### src/rtl/peridot_cam_pkg.sv
// Shared definitions for the peridot camera pixel packer: FSM state encoding and pixel/burst geometry.
// ST_PAD is only part of the encoding when PERIDOT_CAM_FRAME_PAD_EN is defined.
package peridot_cam_pkg;

    localparam int BURST_WORDS = 16;
    localparam int PIX_W       = 16;

    typedef enum logic [1:0] {
        ST_IDLE    = 2'd0,
`ifdef PERIDOT_CAM_FRAME_PAD_EN
        ST_PAD     = 2'd2,
`endif
        ST_CAPTURE = 2'd1
    } cam_state_t;

    // The first pixel of a pair occupies the low half-word.
    function automatic logic [2*PIX_W-1:0] pack_pair(input logic [PIX_W-1:0] hi,
                                                     input logic [PIX_W-1:0] lo);
        return {hi, lo};
    endfunction

endpackage

### src/rtl/peridot_cam_wordfifo.sv
// Single-clock show-ahead word FIFO on an inferred RAM; exposes the registered level and full/empty flags.
module peridot_cam_wordfifo #(
    parameter int DEPTH_LOG2 = 6,
    parameter int WIDTH      = 32
) (
    input  logic                  avm_clk_sig,
    input  logic                  reset_sig,
    input  logic                  clear,
    input  logic                  push,
    input  logic [WIDTH-1:0]      push_data,
    input  logic                  pop,
    output logic [WIDTH-1:0]      head_data,
    output logic [DEPTH_LOG2:0]   level,
    output logic                  full,
    output logic                  empty
);

    localparam int DEPTH = 1 << DEPTH_LOG2;

    logic [WIDTH-1:0]      mem [DEPTH];
    logic [DEPTH_LOG2-1:0] wr_ptr;
    logic [DEPTH_LOG2-1:0] rd_ptr;
    logic                  do_push;
    logic                  do_pop;

    assign full    = level[DEPTH_LOG2];
    assign empty   = (level == '0);
    assign do_push = push && !full;
    assign do_pop  = pop && !empty;

    // NOTE: the storage array has no reset so it maps onto RAM; the pointers alone define what is valid.
    always_ff @(posedge avm_clk_sig) begin
        if (do_push && !clear)
            mem[wr_ptr] <= push_data;
    end

    assign head_data = mem[rd_ptr];

    // NOTE: all state registers use non-blocking assignments so every update sees pre-edge values.
    always_ff @(posedge avm_clk_sig or posedge reset_sig) begin
        if (reset_sig) begin
            wr_ptr <= '0;
            rd_ptr <= '0;
            level  <= '0;
        end else if (clear) begin
            wr_ptr <= '0;
            rd_ptr <= '0;
            level  <= '0;
        end else begin
            if (do_push)
                wr_ptr <= wr_ptr + 1'b1;
            if (do_pop)
                rd_ptr <= rd_ptr + 1'b1;
            level <= level + {{DEPTH_LOG2{1'b0}}, do_push} - {{DEPTH_LOG2{1'b0}}, do_pop};
        end
    end

endmodule

### src/rtl/peridot_cam_pack_fifo.sv
// Packs RGB565 pixel pairs into 32-bit words and buffers them for an Avalon-MM burst writer.
// Define PERIDOT_CAM_FRAME_PAD_EN to pad every frame with zero words up to a 16-word burst boundary.
module peridot_cam_pack_fifo
    import peridot_cam_pkg::*;
#(
    parameter int FIFO_DEPTH_LOG2 = 6
) (
    input  logic                       avm_clk_sig,
    input  logic                       reset_sig,
    input  logic                       init,
    input  logic                       enable,
    input  logic                       pix_valid,
    input  logic [15:0]                pix_data,
    input  logic                       pix_eof,
    output logic                       writedata_ready,
    output logic [31:0]                writedata,
    input  logic                       writedata_rdack,
    output logic [FIFO_DEPTH_LOG2:0]   fifo_level,
    output logic                       overflow,
    output logic                       underflow
);

    localparam logic [FIFO_DEPTH_LOG2:0] BURST_LEVEL = (FIFO_DEPTH_LOG2+1)'(BURST_WORDS);

    cam_state_t         state;
    logic               half_valid;
    logic [PIX_W-1:0]   half_data;
    logic               push_req;
    logic [31:0]        push_data;
    logic               fifo_full;
    logic               fifo_empty;
    logic               capturing;
    logic               cap_push;
    logic [31:0]        cap_word;
    logic               drop_word;

    assign capturing       = (state == ST_CAPTURE) && enable;
    assign writedata_ready = (fifo_level >= BURST_LEVEL);

    // Word produced by this cycle's pixel/eof: a pixel is packed before a coincident eof is applied.
    // NOTE: every always_comb output gets a default first so no latch is inferred.
    always_comb begin
        cap_push = 1'b0;
        cap_word = pack_pair('0, half_data);
        if (pix_valid && half_valid) begin
            cap_push = 1'b1;
            cap_word = pack_pair(pix_data, half_data);
        end else if (pix_valid && pix_eof) begin
            cap_push = 1'b1;
            cap_word = pack_pair('0, pix_data);
        end else if (!pix_valid && pix_eof && half_valid) begin
            cap_push = 1'b1;
        end
    end

`ifdef PERIDOT_CAM_FRAME_PAD_EN
    localparam int FRAME_CNT_W = $clog2(BURST_WORDS);

    logic                   push_pad;
    logic                   push_hold;
    logic                   pad_issue;
    logic [FRAME_CNT_W-1:0] frame_cnt;

    // Padding words wait for room instead of being dropped.
    assign push_hold = push_req && push_pad && fifo_full;
    assign pad_issue = (state == ST_PAD) && !push_hold && (frame_cnt != '0);
    assign drop_word = push_req && !push_pad && fifo_full;

    // Words issued this frame, modulo the burst length.
    always_ff @(posedge avm_clk_sig or posedge reset_sig) begin
        if (reset_sig)
            frame_cnt <= '0;
        else if (init || state == ST_IDLE)
            frame_cnt <= '0;
        else if ((capturing && cap_push) || pad_issue)
            frame_cnt <= frame_cnt + FRAME_CNT_W'(1);
    end
`else
    assign drop_word = push_req && fifo_full;
`endif

    always_ff @(posedge avm_clk_sig or posedge reset_sig) begin
        if (reset_sig) begin
            state      <= ST_IDLE;
            half_valid <= 1'b0;
            half_data  <= '0;
            push_req   <= 1'b0;
            push_data  <= '0;
            overflow   <= 1'b0;
            underflow  <= 1'b0;
`ifdef PERIDOT_CAM_FRAME_PAD_EN
            push_pad   <= 1'b0;
`endif
        end else if (init) begin
            state      <= ST_IDLE;
            half_valid <= 1'b0;
            push_req   <= 1'b0;
            overflow   <= 1'b0;
            underflow  <= 1'b0;
`ifdef PERIDOT_CAM_FRAME_PAD_EN
            push_pad   <= 1'b0;
`endif
        end else begin
            push_req <= 1'b0;
`ifdef PERIDOT_CAM_FRAME_PAD_EN
            push_pad <= 1'b0;
`endif
            if (drop_word)
                overflow <= 1'b1;
            if (writedata_rdack && fifo_empty)
                underflow <= 1'b1;

            case (state)
                ST_IDLE: begin
                    half_valid <= 1'b0;
                    if (enable)
                        state <= ST_CAPTURE;
                end
                ST_CAPTURE: begin
                    if (!enable) begin
                        state      <= ST_IDLE;
                        half_valid <= 1'b0;
                    end else begin
                        if (cap_push) begin
                            push_req  <= 1'b1;
                            push_data <= cap_word;
                        end
                        if (pix_valid && !half_valid)
                            half_data <= pix_data;
                        if (pix_valid)
                            half_valid <= !half_valid && !pix_eof;
                        else if (pix_eof)
                            half_valid <= 1'b0;
`ifdef PERIDOT_CAM_FRAME_PAD_EN
                        if (pix_eof)
                            state <= ST_PAD;
`endif
                    end
                end
`ifdef PERIDOT_CAM_FRAME_PAD_EN
                ST_PAD: begin
                    if (pix_valid)
                        overflow <= 1'b1;
                    if (push_hold) begin
                        push_req <= 1'b1;
                        push_pad <= 1'b1;
                    end else if (pad_issue) begin
                        push_req  <= 1'b1;
                        push_pad  <= 1'b1;
                        push_data <= '0;
                    end else begin
                        state <= enable ? ST_CAPTURE : ST_IDLE;
                    end
                end
`endif
                default: state <= ST_IDLE;
            endcase
        end
    end

    peridot_cam_wordfifo #(
        .DEPTH_LOG2 (FIFO_DEPTH_LOG2),
        .WIDTH      (32)
    ) u_wordfifo (
        .avm_clk_sig (avm_clk_sig),
        .reset_sig   (reset_sig),
        .clear       (init),
        .push        (push_req),
        .push_data   (push_data),
        .pop         (writedata_rdack),
        .head_data   (writedata),
        .level       (fifo_level),
        .full        (fifo_full),
        .empty       (fifo_empty)
    );

endmodule

### config.mk
export PLATFORM = sky130hd
export DESIGN_NAME = peridot_cam_pack_fifo
export DESIGN_NICKNAME = d
export VERILOG_FILES = /design/src/rtl/peridot_cam_pkg.sv /design/src/rtl/peridot_cam_wordfifo.sv /design/src/rtl/peridot_cam_pack_fifo.sv
export SDC_FILE = /design/constraint.sdc
export NUM_CORES = 2
export LEC_CHECK = 0
export CORE_MARGIN = 4
export CORE_UTILIZATION = 45
export CTS_CLUSTER_SIZE = 14
export DETAILED_ROUTE_END_ITERATION = 10
export HOLD_SLACK_MARGIN = 0.05
export SLEW_MARGIN = 20
export SYNTH_ARGS = -nofsm -noshare
export SYNTH_HDL_FRONTEND = slang
export SYNTH_SLANG_ARGS = --single-unit
export TNS_END_PERCENT = 50
### constraint.sdc
create_clock -name avm_clk_sig -period 3.95 [get_ports avm_clk_sig]
set_input_delay 0.395 -clock avm_clk_sig [delete_from_list [all_inputs] [get_ports avm_clk_sig]]
set_output_delay 0.395 -clock avm_clk_sig [all_outputs]
set_load 0.03 [all_outputs]
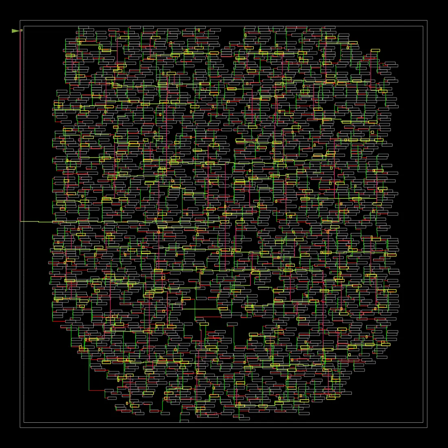
clocks.png
CTS sink cnt: 2120
Clock Skews: 0.0486 ns
CLK BUF: 278
Seq cells: 2120
clk_lat worst skew: 0.85 ns

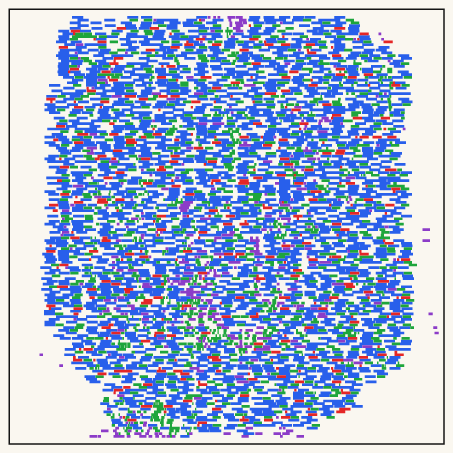
placement_by_type.png
Drawn at 1 px/um.
class	colour	cells
sequential cells	blue	2120
remaining buffers and delay cells	purple	404
combinational and other logic	green	1292
clock drivers and dummy loads	red	368
Seq area share: 65.7%
Core Util, Final: 54.0%
number of core rows: 155

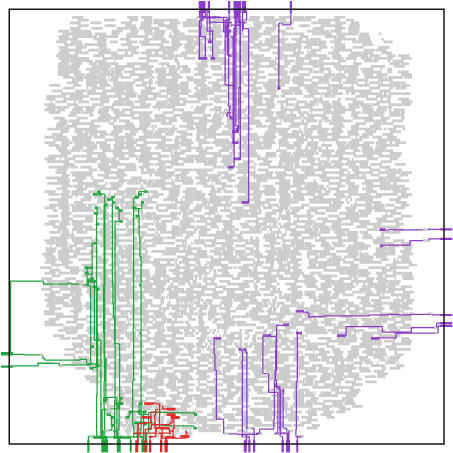
io_fan.png
Drawn at 1 px/um.
port	colour	direction	edge	end cells	buffers	wire
pix_data	green	input	13 bottom, 3 left	48	16	2980 um
fifo_level	red	output	bottom	7	7	385 um
writedata	purple	output	18 top, 9 bottom, 5 right	32	40	3150 um
# IOs: 65
IO Port Bufs: 64

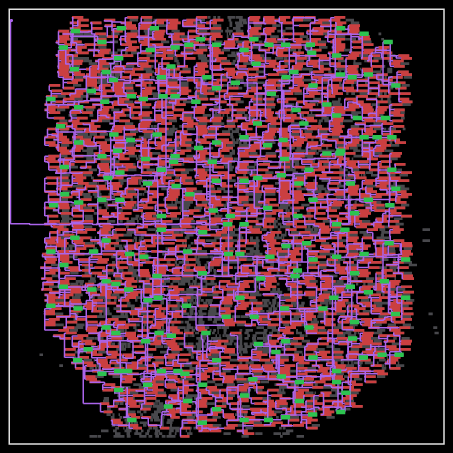
clk_routes.png
Drawn at 1 px/um.
[clock drivers] green | count: 204
[flip-flops] red | count: 2120
[clock wires] purple | length: 23.3 mm
routed clock nets	205
Clk power: 18.8 mW
clock share of power: 34.9%

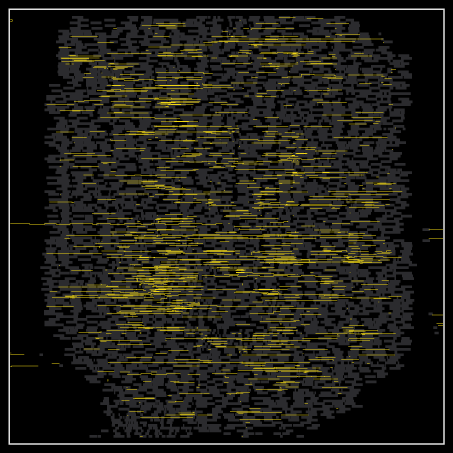
layer_met3.png
Drawn at 1 px/um. Cells faint in the background.
longest straight run	232 um
wire length on this layer	18000 um
main direction	horizontal
grt met3 use: 4.07%
Detailed Route WL: 224000 um
via count: 40200

==> notes.md <==
yosys + openroad results -> Syn Area/Cell=22.6 um2, xor/xnor share=0.129%, number of antenna violations at the first check in global routing=7, Crit Path Category=register to primary output, Initial DRT Pass Iterations=5, endpoints failing setup=16, H-Tree Depth=4, cell taking the most area after synthesis=edfxtp_1, Worst slew margin=30.9%, count of tool warnings=31, most used cell along the critical path=mux4_2, Worst Slack Setup Final=-0.106 ns, max-cap check violation count=0, share of layout cells above drive strength 1=34.5%, area grow syn2layout=18.7%, Worst R2R Path Depth=15, Cells after Synth=3606, Root Driver=clkbuf_16, Crit-path slowest cell=mux4_2, outcome=finished with violations, aoi share=2.16%, failing checks=setup timing, TritonCTS clock tree=yes
[stage by stage]
step | power (mW) | cell area (um2) | util (%) | hold WS [ns]
6_report | 53.7 | 96600 | 54.0 | 0.143
3_5_place_dp | 33.6 | 87300 | 48.8 | 0.496
4_1_cts | 53.3 | 95300 | 53.3 | 0.0866
2_1_floorplan | 31.0 | 81300 | - | 0.461
3_3_place_gp | 33.6 | 87300 | 48.8 | 0.476
5_1_grt | 55.5 | 96600 | 54.0 | 0.124
[routing by layer]
layer | vias up | global-route usage (%) | wire length (um)
li1 | 16100 | - | -
met1 | 21900 | 33.7 | 89900
met2 | 1915 | 38.5 | 109000
met3 | 326 | 4.07 | 18000
met4 | 2 | 6.98 | 6560
met5 | - | 0 | 13
[area by class of cell]
class	instances	area, um2	share of cell area, %
inverter	19	73.8	0.0764
clock inverter	90	724	0.750
clock buffer	278	5640	5.84
sequential	2120	63400	65.7
multi-input combinational	1273	18300	18.9
timing repair buffer	404	5500	5.69
antenna	1	2.50	0.00259
tap	2355	2950	3.05
[where the power goes]
| group | internal, mW | switching (mW) |
|---|---|---|
| logic | 4.90 | 4.40 |
| clock network | 10.6 | 8.16 |
| registers | 25.1 | 0.515 |
[worst max path at each step]
| stage | from | to | slack (ns) | cells after the start |
|---|---|---|---|---|
| after floorplan | u_wordfifo.level[2] | u_wordfifo.level[6] | 0.80 | 15 |
| after global placement | u_wordfifo.rd_ptr[2] | writedata[24] | 0.13 | 10 |
| after detailed placement | u_wordfifo.rd_ptr[2] | writedata[24] | 0.08 | 10 |
| after CTS | u_wordfifo.rd_ptr[0] | writedata[23] | -0.14 | 8 |
| after global routing | u_wordfifo.rd_ptr[0] | writedata[15] | -0.20 | 13 |
| final | u_wordfifo.rd_ptr[0] | writedata[0] | -0.11 | 7 |
[flip-flops by register name (all words and copies together), names as in the netlist, 6 cells and up]
name               count
u_wordfifo.rd_ptr      6
half_data             16
u_wordfifo.level       7
u_wordfifo.wr_ptr      6
u_wordfifo.mem      2048
push_data             32
[synth_stat cells (4+ instances only)]
library cell  number
o21ai_0           38
nand3_1            7
o221ai_1          15
and2_1             9
a211oi_1          23
buf_1             15
nor2b_1            9
and3_1            12
nor2_1            95
mux2_2            19
nor3_1            12
buf_2             45
nand2b_1           8
clkbuf_1          83
mux4_2           540
buf_4             38
xor2_1             6
a21oi_1           84
nor4_1             5
ha_1              12
inv_1             16
a221o_1            5
nand4_1            4
dfrtp_1           72
nand2_1          113
xnor2_1            6
a22o_1            19
or3_1              5
edfxtp_1        2048
a31oi_1            4
nand3b_1           4
mux2i_1          124
o22ai_1           62
a211o_1            5
buf_6             13
[layout by cell type, fill, tap and decap left out, drive strengths merged, types with 32 or more instances in the layout]
cell / netlist / final
o22ai: 62 / 62
nor2: 95 / 95
mux4: 540 / 540
edfxtp: 2048 / 2048
clkbuf: 83 / 290
mux2i: 124 / 124
clkdlybuf4s50: 0 / 32
dfrtp: 72 / 72
a21oi: 84 / 84
nand2: 113 / 113
buf: 111 / 350
clkinv: 2 / 75
o21ai: 38 / 38
Power is estimated from default activity; no workload was simulated.
